**config.mk**
```make
export PLATFORM = sky130hd
export DESIGN_NAME = mdu_unit
export DESIGN_NICKNAME = d
export VERILOG_FILES = /design/src/rtl/mdu_pkg.sv /design/src/rtl/mdu_divider.sv /design/src/rtl/mdu_unit.sv
export SDC_FILE = /design/constraint.sdc
export NUM_CORES = 2
export LEC_CHECK = 0
export CORE_MARGIN = 3
export CORE_UTILIZATION = 70
export CTS_CLUSTER_DIAMETER = 50
export DETAILED_ROUTE_END_ITERATION = 10
export GPL_TIMING_DRIVEN = 0
export PLACE_DENSITY = 0.95
export REMOVE_ABC_BUFFERS = 1
export SLEW_MARGIN = 20
export SYNTH_ARGS = -nofsm -noshare
export SYNTH_HDL_FRONTEND = slang
export SYNTH_SLANG_ARGS = --single-unit
```
**constraint.sdc**
```tcl
create_clock -name clk -period 25.1 [get_ports clk]
set_clock_uncertainty 0.15 [all_clocks]
set_input_delay 3.765 -clock clk [delete_from_list [all_inputs] [get_ports clk]]
set_output_delay 3.765 -clock clk [all_outputs]
set_load 0.1 [all_outputs]
```
**src/rtl/mdu_pkg.sv**
```systemverilog
// Shared encodings for the RV32M multiply/divide unit: funct3 codes, FSM states,
// divider iteration count and operand-signedness helpers.
package mdu_pkg;

   localparam logic [2:0] F3_MUL    = 3'b000;
   localparam logic [2:0] F3_MULH   = 3'b001;
   localparam logic [2:0] F3_MULHSU = 3'b010;
   localparam logic [2:0] F3_MULHU  = 3'b011;
   localparam logic [2:0] F3_DIV    = 3'b100;
   localparam logic [2:0] F3_DIVU   = 3'b101;
   localparam logic [2:0] F3_REM    = 3'b110;
   localparam logic [2:0] F3_REMU   = 3'b111;

   localparam logic [1:0] S_IDLE = 2'd0;
   localparam logic [1:0] S_MUL  = 2'd1;
   localparam logic [1:0] S_DIV  = 2'd2;
   localparam logic [1:0] S_DONE = 2'd3;

   localparam int DIV_ITERS = 32;
   localparam int DIV_CNT_W = $clog2(DIV_ITERS);

   typedef struct packed {
      logic [2:0] funct3;
      logic [4:0] rd;
   } mdu_op_t;

   // Multiplicand is unsigned only for MULHU; multiplier is signed only for MUL/MULH.
   function automatic logic mul_a_signed(input logic [2:0] f3);
      return f3 != F3_MULHU;
   endfunction

   function automatic logic mul_b_signed(input logic [2:0] f3);
      return (f3 == F3_MUL) || (f3 == F3_MULH);
   endfunction

endpackage

```
**src/rtl/mdu_divider.sv**
```systemverilog
// Unsigned restoring divider core: one quotient bit per cycle after load.
// quotient/remainder show the result of the current iteration; valid when done is high.
module mdu_divider
   import mdu_pkg::*;
#(
   parameter int XLEN = 32
) (
   input  logic            clk,
   input  logic            rst,
   input  logic            load,
   input  logic [XLEN-1:0] dividend,
   input  logic [XLEN-1:0] divisor,
   output logic            done,
   output logic [XLEN-1:0] quotient,
   output logic [XLEN-1:0] remainder
);

   logic                 active;
   logic [DIV_CNT_W-1:0] cnt;
   logic [XLEN-1:0]      quo;
   logic [XLEN-1:0]      rem;
   logic [XLEN-1:0]      dsr;
   logic [XLEN:0]        shifted;
   logic [XLEN:0]        diff;
   logic [XLEN-1:0]      q_next;
   logic [XLEN-1:0]      r_next;

   // Partial remainder is always below the divisor, so XLEN+1 bits hold the trial value.
   always_comb begin
      shifted = {rem, quo[XLEN-1]};
      diff    = shifted - {1'b0, dsr};
      q_next  = {quo[XLEN-2:0], ~diff[XLEN]};
      r_next  = diff[XLEN] ? shifted[XLEN-1:0] : diff[XLEN-1:0];
   end

   assign done      = active && (cnt == DIV_CNT_W'(DIV_ITERS - 1));
   assign quotient  = q_next;
   assign remainder = r_next;

   always_ff @(posedge clk) begin
      if (rst) begin
         active <= 1'b0;
         cnt    <= '0;
         quo    <= '0;
         rem    <= '0;
         dsr    <= '0;
      end else if (load) begin
         active <= 1'b1;
         cnt    <= '0;
         quo    <= dividend;
         rem    <= '0;
         dsr    <= divisor;
      end else if (active) begin
         quo <= q_next;
         rem <= r_next;
         cnt <= cnt + 1'b1;
         if (done) active <= 1'b0;
      end
   end

endmodule

```
**src/rtl/mdu_unit.sv**
```systemverilog
// Iterative RV32M multiply/divide unit driving a single-cycle register-file write pulse.
// Multiply takes one registered cycle; divide runs the restoring core for 32 cycles.
module mdu_unit
   import mdu_pkg::*;
#(
   parameter int XLEN = 32
) (
   input  logic            clk,
   input  logic            rst,
   input  logic            start,
   input  logic [2:0]      funct3,
   input  logic [4:0]      rd_in,
   input  logic [XLEN-1:0] op_a,
   input  logic [XLEN-1:0] op_b,
   output logic            busy,
   output logic [4:0]      rd,
   output logic [XLEN-1:0] data_des,
   output logic            data_valid
);

   logic [1:0]      state;
   mdu_op_t         op_q;
   logic [XLEN:0]   ma_q;
   logic [XLEN:0]   mb_q;
   logic            neg_q;
   logic            neg_r;

   logic            accept;
   logic            is_div;
   logic            div_signed;
   logic            div_zero;
   logic            div_ovf;
   logic            special;
   logic [XLEN-1:0] special_val;
   logic [XLEN-1:0] mag_a;
   logic [XLEN-1:0] mag_b;
   logic            div_load;
   logic            div_done;
   logic [XLEN-1:0] div_quo;
   logic [XLEN-1:0] div_rem;
   logic [XLEN-1:0] div_res;
   logic [2*XLEN-1:0] prod;
   logic [XLEN-1:0] mul_res;

   assign busy = (state == S_MUL) || (state == S_DIV);

   // Accept-time decode: special divides are resolved here and never reach the core.
   always_comb begin
      accept      = start && ((state == S_IDLE) || (state == S_DONE));
      is_div      = funct3[2];
      div_signed  = ~funct3[0];
      div_zero    = (op_b == '0);
      div_ovf     = div_signed && (op_a == {1'b1, {(XLEN-1){1'b0}}}) && (op_b == '1);
      special     = is_div && (div_zero || div_ovf);
      // Overflow quotient equals op_a (the most negative value), so op_a serves both cases.
      if (div_zero) special_val = funct3[1] ? op_a : '1;
      else          special_val = funct3[1] ? '0 : op_a;
      mag_a       = (div_signed && op_a[XLEN-1]) ? -op_a : op_a;
      mag_b       = (div_signed && op_b[XLEN-1]) ? -op_b : op_b;
      div_load    = accept && is_div && !special;
   end

   mdu_divider #(.XLEN(XLEN)) u_div (
      .clk       (clk),
      .rst       (rst),
      .load      (div_load),
      .dividend  (mag_a),
      .divisor   (mag_b),
      .done      (div_done),
      .quotient  (div_quo),
      .remainder (div_rem)
   );

   // Low 2*XLEN bits of the product of sign-extended 33-bit operands equal the signed 33x33 result.
   always_comb begin
      prod    = {{(XLEN-1){ma_q[XLEN]}}, ma_q} * {{(XLEN-1){mb_q[XLEN]}}, mb_q};
      mul_res = (op_q.funct3 == F3_MUL) ? prod[XLEN-1:0] : prod[2*XLEN-1:XLEN];
      if (op_q.funct3[1]) div_res = neg_r ? -div_rem : div_rem;
      else                div_res = neg_q ? -div_quo : div_quo;
   end

   always_ff @(posedge clk) begin
      if (rst) begin
         state      <= S_IDLE;
         op_q       <= '0;
         ma_q       <= '0;
         mb_q       <= '0;
         neg_q      <= 1'b0;
         neg_r      <= 1'b0;
         rd         <= '0;
         data_des   <= '0;
         data_valid <= 1'b0;
      end else begin
         data_valid <= 1'b0;
         case (state)
            S_MUL: begin
               data_des   <= mul_res;
               rd         <= op_q.rd;
               data_valid <= (op_q.rd != '0);
               state      <= S_DONE;
            end
            S_DIV: begin
               if (div_done) begin
                  data_des   <= div_res;
                  rd         <= op_q.rd;
                  data_valid <= (op_q.rd != '0);
                  state      <= S_DONE;
               end
            end
            default: ;
         endcase

         if (accept) begin
            op_q <= '{funct3: funct3, rd: rd_in};
            if (!is_div) begin
               ma_q  <= {mul_a_signed(funct3) & op_a[XLEN-1], op_a};
               mb_q  <= {mul_b_signed(funct3) & op_b[XLEN-1], op_b};
               state <= S_MUL;
            end else if (special) begin
               data_des   <= special_val;
               rd         <= rd_in;
               data_valid <= (rd_in != '0);
               state      <= S_DONE;
            end else begin
               neg_q <= div_signed & (op_a[XLEN-1] ^ op_b[XLEN-1]);
               neg_r <= div_signed & op_a[XLEN-1];
               state <= S_DIV;
            end
         end else if (state == S_DONE) begin
            state <= S_IDLE;
         end
      end
   end

endmodule
```
Fig. 1: routed metal per tile
Scale bar: 100 µm. 28 x 28 tiles, from dark blue (low) to red (high), scaled to the fullest tile. Values are wire area over tile area, all layers added.
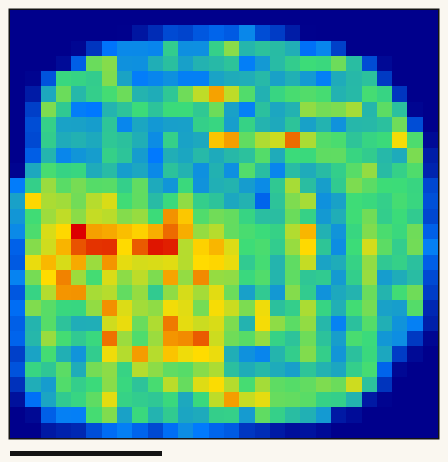
- densest ninth of the die: middle left
- fullest tile: 0.94
- mean over tiles: 0.38

Fig. 2: sizing map
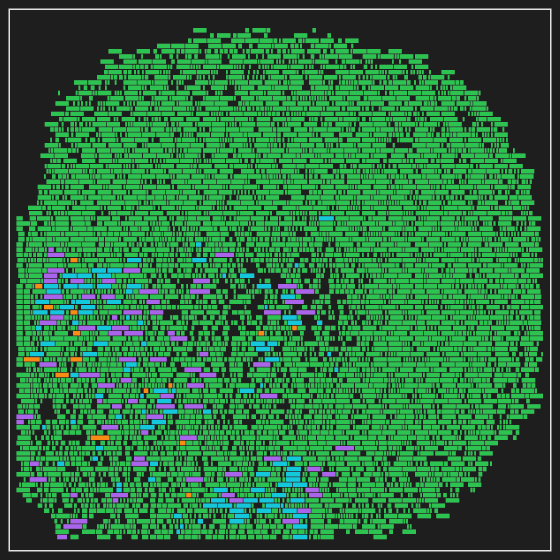
- purple: _6 and larger (cells 78; share 1.3%; most used clkbuf_16)
- green: _0 and _1 cells (cells 5,805; share 97%; most used inv_1)
- cyan: _2 cells (cells 107; share 1.8%; most used dfxtp_2)
- orange: _3 and _4 cells (cells 15; share 0.25%; most used nor2_4)

Fig. 3: cells colored by class
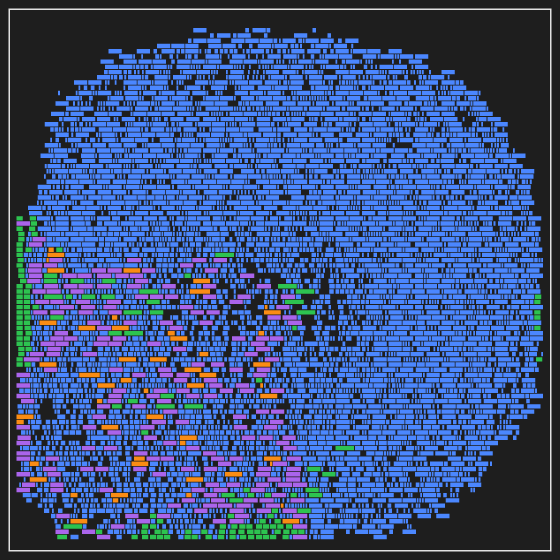
- orange: clock drivers and dummy loads (cells 52)
- purple: flops (cells 218)
- green: other buffers and delay cells (cells 148)
- blue: combinational and other logic (cells 5,587)

==> results_dict.tcl <==
# collected from the flow reports
set metrics [dict create \
    common_cells "inv_1, fa_1, nand2_1, and2_1, clkbuf_1" \
    adder_share 0.4853 \
    r2r-start "mb_q[6]$_SDFFE_PP0P_" \
    synth.area.top_cells "fa_1, inv_1, dfxtp_1" \
    clock_sinks 218 \
    drt_iter0_markers 5582 \
    gp_congestion 1.007 \
    fp_util 0.7098 \
    ant_nets 0 \
    vias 45540 \
    slew_viol_final 0 \
    n_antenna_cell 4 \
    gr-total-overflow 0 \
    critPathTopFamily "adder cells" \
    swShare 0.5565 \
    post-route-drc-count 0 \
    seqPwrFrac 0.194 \
    grt_max_degree 115 \
    wl_met3_um 21810 \
    p_leak_nw 26.77 \
    layout_top_cell "inv_1" \
    root_buffer "clkbuf_16" \
    cts_tree "built" \
    grt_pass1_vias 50210 \
    rsz0062_at_grt "no" \
    rows 100 \
    tool_warnings 32 \
    place_worst_setup_slack_ns 15.71 \
    clock_buffers 34 \
    cts_hold_buffers 0 \
    pg_comb_mw 2.14 \
    ys_cells 6157 \
    r2r-end "data_des[31]$_SDFF_PP0_" \
    nMultiInputCombCells 4390 \
    ys_top_logic_family "adder cells" \
    clkPwrFrac 0.135 \
    status "complete, no violations" \
]
